`config.mk`:
```
export PLATFORM = sky130hd
export DESIGN_NAME = brc_seq
export DESIGN_NICKNAME = d
export VERILOG_FILES = /design/src/rtl/brc_pkg.sv /design/src/rtl/brc_slice_cmp.sv /design/src/rtl/brc_seq.sv
export SDC_FILE = /design/constraint.sdc
export NUM_CORES = 1
export LEC_CHECK = 0
export CAP_MARGIN = 20
export CORE_AREA = 2 2 103 105
export CTS_CLUSTER_SIZE = 10
export DETAILED_ROUTE_END_ITERATION = 8
export DIE_AREA = 0 0 105 107
export GPL_ROUTABILITY_DRIVEN = 0
export GPL_TIMING_DRIVEN = 0
export HOLD_SLACK_MARGIN = 0.12
export SYNTH_ARGS = -nofsm -noshare
export SYNTH_HDL_FRONTEND = slang
export SYNTH_SLANG_ARGS = --single-unit
```
`constraint.sdc`:
```
create_clock -name i_clk -period 3 [get_ports i_clk]
set_clock_uncertainty 0.05 [all_clocks]
set_input_delay 0.3 -clock i_clk [delete_from_list [all_inputs] [get_ports i_clk]]
set_output_delay 0.3 -clock i_clk [all_outputs]
set_load 0.05 [all_outputs]
```
`src/rtl/brc_pkg.sv`:
```
// brc_pkg: shared state encoding and default sizes for the sequential branch comparator
package brc_pkg;

    typedef enum logic [1:0] {BRC_IDLE, BRC_CMP, BRC_DONE} brc_state_e;

    localparam int BRC_WIDTH = 32;
    localparam int BRC_CHUNK = 8;

endpackage

```
`src/rtl/brc_slice_cmp.sv`:
```
// brc_slice_cmp: combinational CHUNK-bit compare; the top slice flips its MSB for signed (offset binary) ordering
module brc_slice_cmp #(
    parameter int CHUNK = 8
) (
    input  logic [CHUNK-1:0] a,
    input  logic [CHUNK-1:0] b,
    input  logic             i_signed_top,
    output logic             lt,
    output logic             eq
);

    logic [CHUNK-1:0] msk;

    assign msk = CHUNK'(i_signed_top) << (CHUNK - 1);
    assign lt  = (a ^ msk) < (b ^ msk);
    assign eq  = a == b;

endmodule

```
`src/rtl/brc_seq.sv`:
```
// brc_seq: multi-cycle slice-serial less/equal comparator, MSB slice first, valid/ready on both sides
// Build option: define BRC_EARLY_EXIT_EN to finish at the first differing slice (variable latency).
module brc_seq
    import brc_pkg::*;
#(
    parameter int WIDTH = BRC_WIDTH,
    parameter int CHUNK = BRC_CHUNK
) (
    input  logic             i_clk,
    input  logic             i_rst_n,
    input  logic             i_valid,
    output logic             o_ready,
    input  logic [WIDTH-1:0] i_rs1_data,
    input  logic [WIDTH-1:0] i_rs2_data,
    input  logic             i_br_un,
    output logic             o_valid,
    input  logic             i_ready,
    output logic             o_br_less,
    output logic             o_br_equal
);

    localparam int NSLICE = WIDTH / CHUNK;
    localparam int IW     = NSLICE > 1 ? $clog2(NSLICE) : 1;
    localparam logic [IW-1:0] TOP = IW'(NSLICE - 1);

    if (CHUNK < 1 || WIDTH % CHUNK != 0) begin : g_bad_cfg
        $error("brc_seq: WIDTH must be a positive multiple of CHUNK");
    end

    brc_state_e       state, next;
    logic [WIDTH-1:0] a_q, b_q;
    logic             sgn_q;
    logic [IW-1:0]    idx;
    logic             decided, less_d;
    logic             lt, eq, early, fin;

    brc_slice_cmp #(.CHUNK(CHUNK)) u_cmp (
        .a            (a_q[idx*CHUNK +: CHUNK]),
        .b            (b_q[idx*CHUNK +: CHUNK]),
        .i_signed_top (sgn_q && idx == TOP),
        .lt           (lt),
        .eq           (eq)
    );

`ifdef BRC_EARLY_EXIT_EN
    assign early = !eq;
`else
    assign early = 1'b0;
`endif
    assign fin = idx == '0 || early;

    // state register
    always_ff @(posedge i_clk or negedge i_rst_n) begin
        if (!i_rst_n) state <= BRC_IDLE;
        else          state <= next;
    end

    // next-state logic
    always_comb begin
        next = state == BRC_IDLE ? (i_valid ? BRC_CMP : BRC_IDLE)
             : state == BRC_CMP  ? (fin ? BRC_DONE : BRC_CMP)
             :                     (i_ready ? BRC_IDLE : BRC_DONE);
    end

    // handshake outputs decoded from state
    always_comb begin
        o_ready = state == BRC_IDLE;
        o_valid = state == BRC_DONE;
    end

    // operand latch, slice walk, sticky first-difference capture and result registers
    always_ff @(posedge i_clk or negedge i_rst_n) begin
        if (!i_rst_n) begin
            a_q        <= '0;
            b_q        <= '0;
            sgn_q      <= 1'b0;
            idx        <= TOP;
            decided    <= 1'b0;
            less_d     <= 1'b0;
            o_br_less  <= 1'b0;
            o_br_equal <= 1'b0;
        end else if (state == BRC_IDLE && i_valid) begin
            a_q     <= i_rs1_data;
            b_q     <= i_rs2_data;
            sgn_q   <= i_br_un;
            idx     <= TOP;
            decided <= 1'b0;
        end else if (state == BRC_CMP) begin
            if (!eq && !decided) begin
                decided <= 1'b1;
                less_d  <= lt;
            end
            if (fin) begin
                o_br_less  <= decided ? less_d : (!eq && lt);
                o_br_equal <= !decided && eq;
            end else begin
                idx <= idx - 1'b1;
            end
        end
    end

endmodule

```
Fig. 1: signal metal coverage by tile
Scale: 4 px per um. 21 x 21 tiles, from white (low) to dark blue (high), scaled to the fullest tile. Values are wire area over tile area, all layers added.
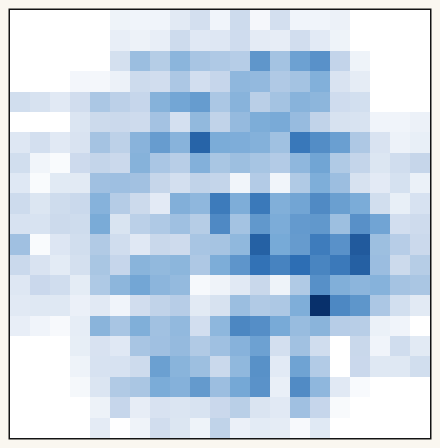
nearly empty tiles = 16%
fullest tile = 0.41
densest ninth of the die = middle right
tiles over half the peak = 11%
mean over tiles = 0.10
routed wire length: 7480 um
gr usage total: 0.145

Fig. 2: track usage over the die
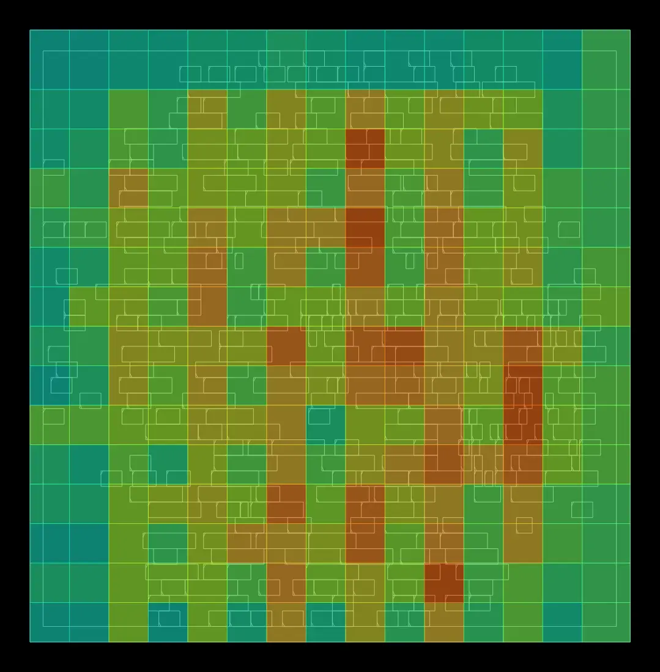
Util after Layout: 0.456
routing usage on met2: 0.241

Fig. 3: clock network drawn from the DEF
Scale: 4 px per um.
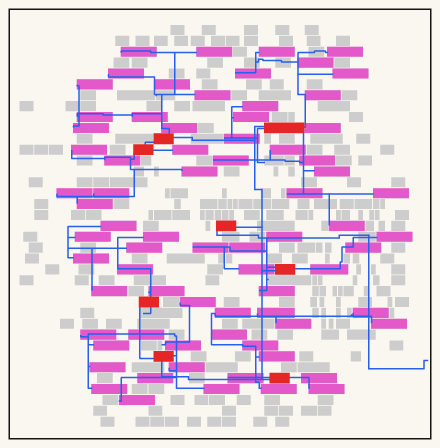
clock wires -> blue  # length 987 um
flip-flops -> magenta  # count 73
clock-net drivers -> red  # count 9
routed clock nets = 10
source-to-sink clock delay at the later pin of the worst-skew pair: 0.34 ns
clock network fraction of total power: 0.178
Power Clock: 0.882 mW

==> summary.txt <==
The synthesis and place-and-route flow finished, so here is a summary.

The run finished with clean final reports. Summed over all instances, the cell type with the most area after synthesis is sky130_fd_sc_hd__dfrtp_1. The share of total power dissipated in sequential elements is 0.350. The count of multi-input combinational gates is 139. The clock tree from TritonCTS is yes. The number of buffers inserted during clock tree synthesis is 9. The critical path data arrival time came out at 3.09 ns. The number of nets in the layout is 400. The number of logic inverters in the finished layout came out at 13. The placeable core region is 0.0101 mm2. For this design the ratio of total power to cell area is 1080 mW/mm2. The worst setup path endpoint is o_br_less$_DFFE_PN0P_. The floorplan row count came out at 37. The relative area of clock buffers and inverters in the final design is 0.0500. The mean instance size in the synthesized netlist is 14.6 um2. The net count after synthesis is 316. The library cells used most frequently in the layout, excluding fill and tap cells, are 71 x sky130_fd_sc_hd__dfrtp_1, 71 x sky130_fd_sc_hd__clkdlybuf4s50_1, 64 x sky130_fd_sc_hd__mux2_2. The number of diodes is 0.

The top logic cell family in the synthesized netlist is multiplexers. The number of antenna violations at the first check in global routing was 0. The top cell class by occupied area is sequential cells. The post-placement cell area is 0.00437 mm2.

The combinational power came out at 2.33 mW. The final tally of max-slew violations came out at 0. The wire length per cell after detailed routing came out at 16.2 um.

The maximum number of pins on one net before global-route repair came out at 41. The xor/xnor share of the synthesized area came out at 0.00977. The routed design could run at a clock period as short as 2.88 ns. The storage element area is 0.00183 mm2. Compared with the post-synthesis result, the final layout area differs by 33.2%. The accumulated negative setup slack came out at 0 ns. The number of primary I/O pins came out at 73. The count of vias placed by the detailed router came out at 2184. Setup repair after global routing left no endpoint under its margin.

The number of global-route vias before repair came to 2356. For this run, the number of standard cells in the final layout without fillers is 462. The detailed placer reported the number of placed instances as 446.

In this run the register-to-register setup slack is 0.12 ns. The final tally of hold violations came out at 0. The achievable clock frequency is 347 MHz. The worst setup slack after layout came out at 0.116 ns. Signal nets in the final route climb as high as met4. The count of fill cells added during filler insertion is 954. The most used routing layer in global routing is met2.
## registers in the layout, summed over array words and instances, names as in the netlist
signal / cells
a_q: 32
less_d: 1
b_q: 32
state: 2
o_br_less: 1
decided: 1
idx: 2
o_br_equal: 1
sgn_q: 1
## critical path, stage by stage, from the launching register on
cell and delay (ns):
sky130_fd_sc_hd__dfstp_2 0.58, sky130_fd_sc_hd__buf_6 0.27, sky130_fd_sc_hd__mux4_2 0.56, sky130_fd_sc_hd__ha_1 0.35, sky130_fd_sc_hd__a2111o_1 0.37, sky130_fd_sc_hd__o32a_1 0.40, sky130_fd_sc_hd__o31ai_2 0.21
Power and IR drop assume default switching activity.
